Figure 1. Pin placement.
Pins as bars across the die edge, other pins in gray.
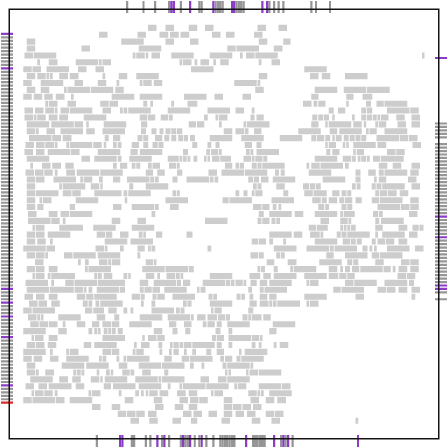
Figure 2. Where the registers sit.
Other sequential cells in the stronger gray, the rest of the logic in the fainter gray.
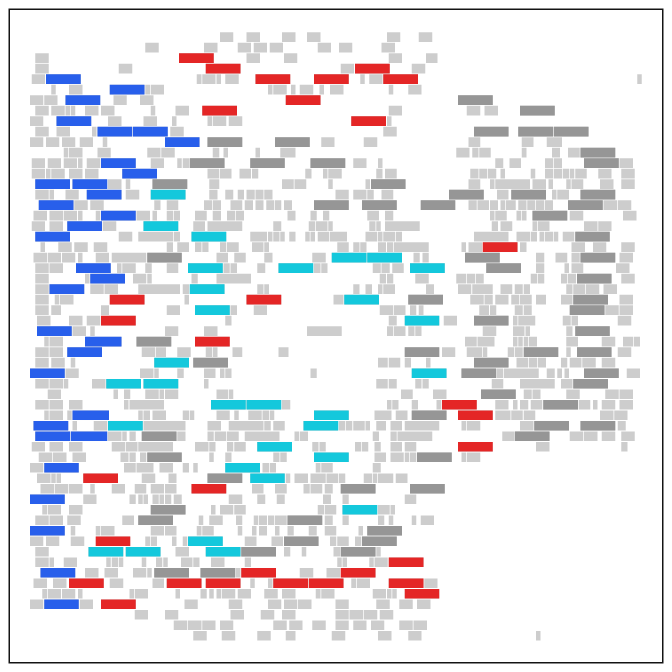
===== config.mk =====
export PLATFORM = sky130hd
export DESIGN_NAME = fetch_stage
export DESIGN_NICKNAME = d
export VERILOG_FILES = /design/src/rtl/fetch_stage.sv
export SDC_FILE = /design/constraint.sdc
export NUM_CORES = 1
export LEC_CHECK = 0
export ABC_CLOCK_PERIOD_IN_PS = 7160
export CORE_MARGIN = 5
export CORE_UTILIZATION = 30
export DETAILED_ROUTE_END_ITERATION = 16
export SKIP_CTS_REPAIR_TIMING = 1
export SLEW_MARGIN = 20
export SYNTH_ARGS = -nofsm -noshare
export SYNTH_HDL_FRONTEND = slang
export SYNTH_SLANG_ARGS = --single-unit
export TNS_END_PERCENT = 30

===== constraint.sdc =====
create_clock -name clk -period 7.16 [get_ports clk]
set_input_delay 1.432 -clock clk [delete_from_list [all_inputs] [get_ports clk]]
set_output_delay 1.432 -clock clk [all_outputs]
set_load 0.05 [all_outputs]

===== src/rtl/fetch_stage.sv =====
// Instruction fetch: PC register, imem address, IF/ID pipeline register with stall/flush/redirect.
// Latency: imem_addr follows pc_f combinationally; the fetched word reaches ins_d one cycle later.
// Backpressure: stall_f freezes both PC and IF/ID; redirect (pc_src) overrides stall and squashes IF/ID.
module fetch_stage #(
  parameter int               WIDTH    = 32,
  parameter logic [WIDTH-1:0] RESET_PC = '0,
  parameter logic [WIDTH-1:0] NOP      = WIDTH'(32'h0000_0013)
) (
  input  logic             clk,
  input  logic             rst,
  input  logic             stall_f,
  input  logic             flush_d,
  input  logic             pc_src,
  input  logic [WIDTH-1:0] pc_target,
  output logic [WIDTH-1:0] imem_addr,
  input  logic [WIDTH-1:0] imem_rdata,
  output logic [WIDTH-1:0] ins_d,
  output logic [WIDTH-1:0] pc_d,
  output logic [WIDTH-1:0] pc_plus4_d,
  output logic             valid_d,
  output logic             misalign_err,
  output logic [31:0]      fetch_count
);

  localparam logic [WIDTH-1:0] FOUR = WIDTH'(4);

  logic [WIDTH-1:0] pc_f_q, pc_f_d;
  logic [WIDTH-1:0] ins_q, ins_d_nxt;
  logic [WIDTH-1:0] pc_d_q, pc_d_d;
  logic [WIDTH-1:0] pc_plus4_q, pc_plus4_d_nxt;
  logic             valid_q, valid_d_nxt;
  logic             misalign_q, misalign_d;
  logic [31:0]      count_q, count_d;

  logic             squash;
  logic [WIDTH-1:0] pc_f_plus4;

  assign squash     = flush_d | pc_src;
  assign pc_f_plus4 = pc_f_q + FOUR;

  // Next PC: redirect beats stall so a branch resolved during a stall is not lost.
  always_comb begin
    pc_f_d = pc_f_plus4;
    if (pc_src) begin
      pc_f_d = {pc_target[WIDTH-1:2], 2'b00};
    end else if (stall_f) begin
      pc_f_d = pc_f_q;
    end
  end

  // IF/ID register next state: squash > stall > load; misalign flag is sticky.
  always_comb begin
    ins_d_nxt      = ins_q;
    pc_d_d         = pc_d_q;
    pc_plus4_d_nxt = pc_plus4_q;
    valid_d_nxt    = valid_q;
    count_d        = count_q;
    misalign_d     = misalign_q | (pc_src & (pc_target[1:0] != 2'b00));
    if (squash) begin
      ins_d_nxt      = NOP;
      pc_d_d         = '0;
      pc_plus4_d_nxt = '0;
      valid_d_nxt    = 1'b0;
    end else if (!stall_f) begin
      ins_d_nxt      = imem_rdata;
      pc_d_d         = pc_f_q;
      pc_plus4_d_nxt = pc_f_plus4;
      valid_d_nxt    = 1'b1;
      // Delivered-instruction counter saturates rather than wrapping.
      if (count_q != 32'hFFFF_FFFF) begin
        count_d = count_q + 32'd1;
      end
    end
  end

  // State registers with asynchronous reset.
  always_ff @(posedge clk or posedge rst) begin
    if (rst) begin
      pc_f_q     <= RESET_PC;
      ins_q      <= NOP;
      pc_d_q     <= '0;
      pc_plus4_q <= '0;
      valid_q    <= 1'b0;
      misalign_q <= 1'b0;
      count_q    <= '0;
    end else begin
      pc_f_q     <= pc_f_d;
      ins_q      <= ins_d_nxt;
      pc_d_q     <= pc_d_d;
      pc_plus4_q <= pc_plus4_d_nxt;
      valid_q    <= valid_d_nxt;
      misalign_q <= misalign_d;
      count_q    <= count_d;
    end
  end

  assign imem_addr    = pc_f_q;
  assign ins_d        = ins_q;
  assign pc_d         = pc_d_q;
  assign pc_plus4_d   = pc_plus4_q;
  assign valid_d      = valid_q;
  assign misalign_err = misalign_q;
  assign fetch_count  = count_q;

endmodule


==> GITHUB_STEP_SUMMARY <==
## PnR job results

| Metric | Value |
|---|---|
| Outcome | completed |
| Crit end category | output port |
| Number of OpenROAD warnings | 26 |
| Antenna violations before repair | 0 |
| Reported max-cap violation count | 0 |
| Pre-CTS setup slack | about 3.5 ns |
| Hold Path Depth | 1 |
| Sequential power share | 41.8% |
| Largest net degree at the start of global routing | ~73 |
| Number of fillers in the final layout | roughly 2.5k |
| Drt drc | 0 |
| Worst stage delay on the critical path | roughly 0.93 ns |
| CP max stage cell | sky130_fd_sc_hd__clkdlybuf4s50_1 |
| Mapped Area | between 0.007 and 0.008 mm² |
| Slew at the pin closest to its max-slew limit | around 1.1 ns |
| Vias in the first global route | between 6k and 7k |
| Pre-Repair DR Iteration Count | 5 |
| Placeable core region | around 0.025 mm² |
| Total grt overflow | 0 |
| Clock net power | ~920 µW |
| Largest delay share family, worst path | buffers and inverters |
| Cell leakage power | about 4.5 nW |
| DRT iter0 DRCs | ~420 |
| Area added between synthesis and finish | 40.5% |
| Final total negative setup slack | 0 ns |
| Instance count of the mapped netlist | 750 |
| Number of clock buffers inserted by TritonCTS | 17 |
| Insertion Delay late pin | roughly 0.43 ns |
| Worst path cell trace | clkdlybuf4s50_1 |
| Final core area utilization | around 42% |
| Level count of the clock H-tree | 4 |
| Worst-case clock buffer depth | 2 |
| Number of synthesized flops with an enable pin | 0 |
| Synthesized registers | 157 |
| Number of cells on the worst reg-to-reg path | 5 |
| Min Hold Slack | approximately 0.47 ns |
| Highest-count logic cell in the final layout | sky130_fd_sc_hd__clkdlybuf4s50_1 |
| Final RePlAce weighted congestion | ~0.8 |
| Comb pwr share | roughly a fifth |
| CTS tree | yes |
| Top cell class by occupied area | flip-flops and latches |
| Vias per cell | 4.80 |
| Fraction of final layout cells with drive strength greater than 1 | 6.56% |
| Total of buffers placed on input and output ports | between 200 and 250 |
| Total die size | roughly 0.029 mm² |
| Ys cells | roughly 750 |
| Synth Warn # | 0 |
| Switching part of the total power | roughly a third |
| Routing usage on met1 | roughly 20% |
| Count of non-CTS inverters in the layout | 8 |
| Total number of placement rows | about 58 |
| FF+latch count | ~160 |
| Combinational gates | 529 |
| Critical path required time | between 5 and 6 ns |
| Final cycle utilization of the critical path | between 40% and 50% |
| Final instance area | approximately 0.011 mm² |
| Sequential cell area | ~0.004 mm² |
| Startpoint Class | register |
| Height of the chip | 169 µm |
| Number of nets with antenna violations after routing | 0 |
| Crit path setup slack, layout | about 3.8 ns |
| Distinct cell type count after synthesis | approximately 47 |
| Count of cell instances traversed by the critical path | 1 |
| Post-DP HPWL | 16400 µm |
| Buffers plus inverters on the worst setup path | 1 |
-- Figure 1 (at the start) --
[purple] `imem_addr` | pins: 32 | direction: output | edge: 12 south, 8 north, 7 west, 5 east
[red] `clk` | pins: 1 | direction: input | edge: west
all pins by edge: 108 west, 51 east, 42 south, 30 north

-- Figure 2 (at the start) --
[cyan] `pc_plus4_d` | placed flops: 30
[blue] `ins_d` | placed flops: 32
[red] `pc_d` | placed flops: 31
not colored: 64

-- sequential cells by signal (all words and copies together) (netlist names) --
register      cells
misalign_err      1
ins_d            32
pc_d             31
fetch_count      32
imem_addr        30
valid_d           1
pc_plus4_d       30
-- per-layer routing --
metal  vias to the layer above  routed length, µm
met4                         0                236
met1                      2997               9660
met3                        12               2780
met5                         -                  0
met2                       220              10500
li1                       2969                  -
-- synth_stat cells, types with 13 or more instances --
cell,instances,area share (%)
sky130_fd_sc_hd__a21oi_1,28,1.9
sky130_fd_sc_hd__buf_2,13,0.86
sky130_fd_sc_hd__clkbuf_1,30,1.5
sky130_fd_sc_hd__dfrtp_1,154,51
sky130_fd_sc_hd__mux2i_1,64,8.5
sky130_fd_sc_hd__nand2_1,55,2.7
sky130_fd_sc_hd__nand3_1,23,1.5
sky130_fd_sc_hd__nand4_1,33,2.7
sky130_fd_sc_hd__nor2_1,97,4.8
sky130_fd_sc_hd__nor3_1,20,1.3
sky130_fd_sc_hd__nor4_1,17,1.4
sky130_fd_sc_hd__o21ai_0,46,3.0
sky130_fd_sc_hd__xnor2_1,48,5.6
sky130_fd_sc_hd__xor2_1,36,4.2
-- kinds of logic (layout without fill, tap and decap cells) --
logic type	count (synthesis)	count (layout)	synth area share (%)
AND-OR/OR-AND	82	82	5.68
other	1	2	0.0495
AND/OR/NAND/NOR	292	292	19.3
adder cells (fa/ha/maj)	2	2	0.330
multiplexers	67	67	8.90
XOR/XNOR	84	84	9.71
buffers and inverters	65	274	4.06
flip-flops	157	157	51.9
-- path summary, 6_finish.rpt --
kind | end | slack (ns)
max reg2reg | pc_plus4_d[31] | 4.64
max | imem_addr[21] | 3.82
min reg2reg | misalign_err | 0.47
max in group asynchronous | pc_plus4_d[12] | 4.60
min | misalign_err | 0.47
min in group asynchronous | fetch_count[22] | 1.50
Power and IR drop assume default switching activity.
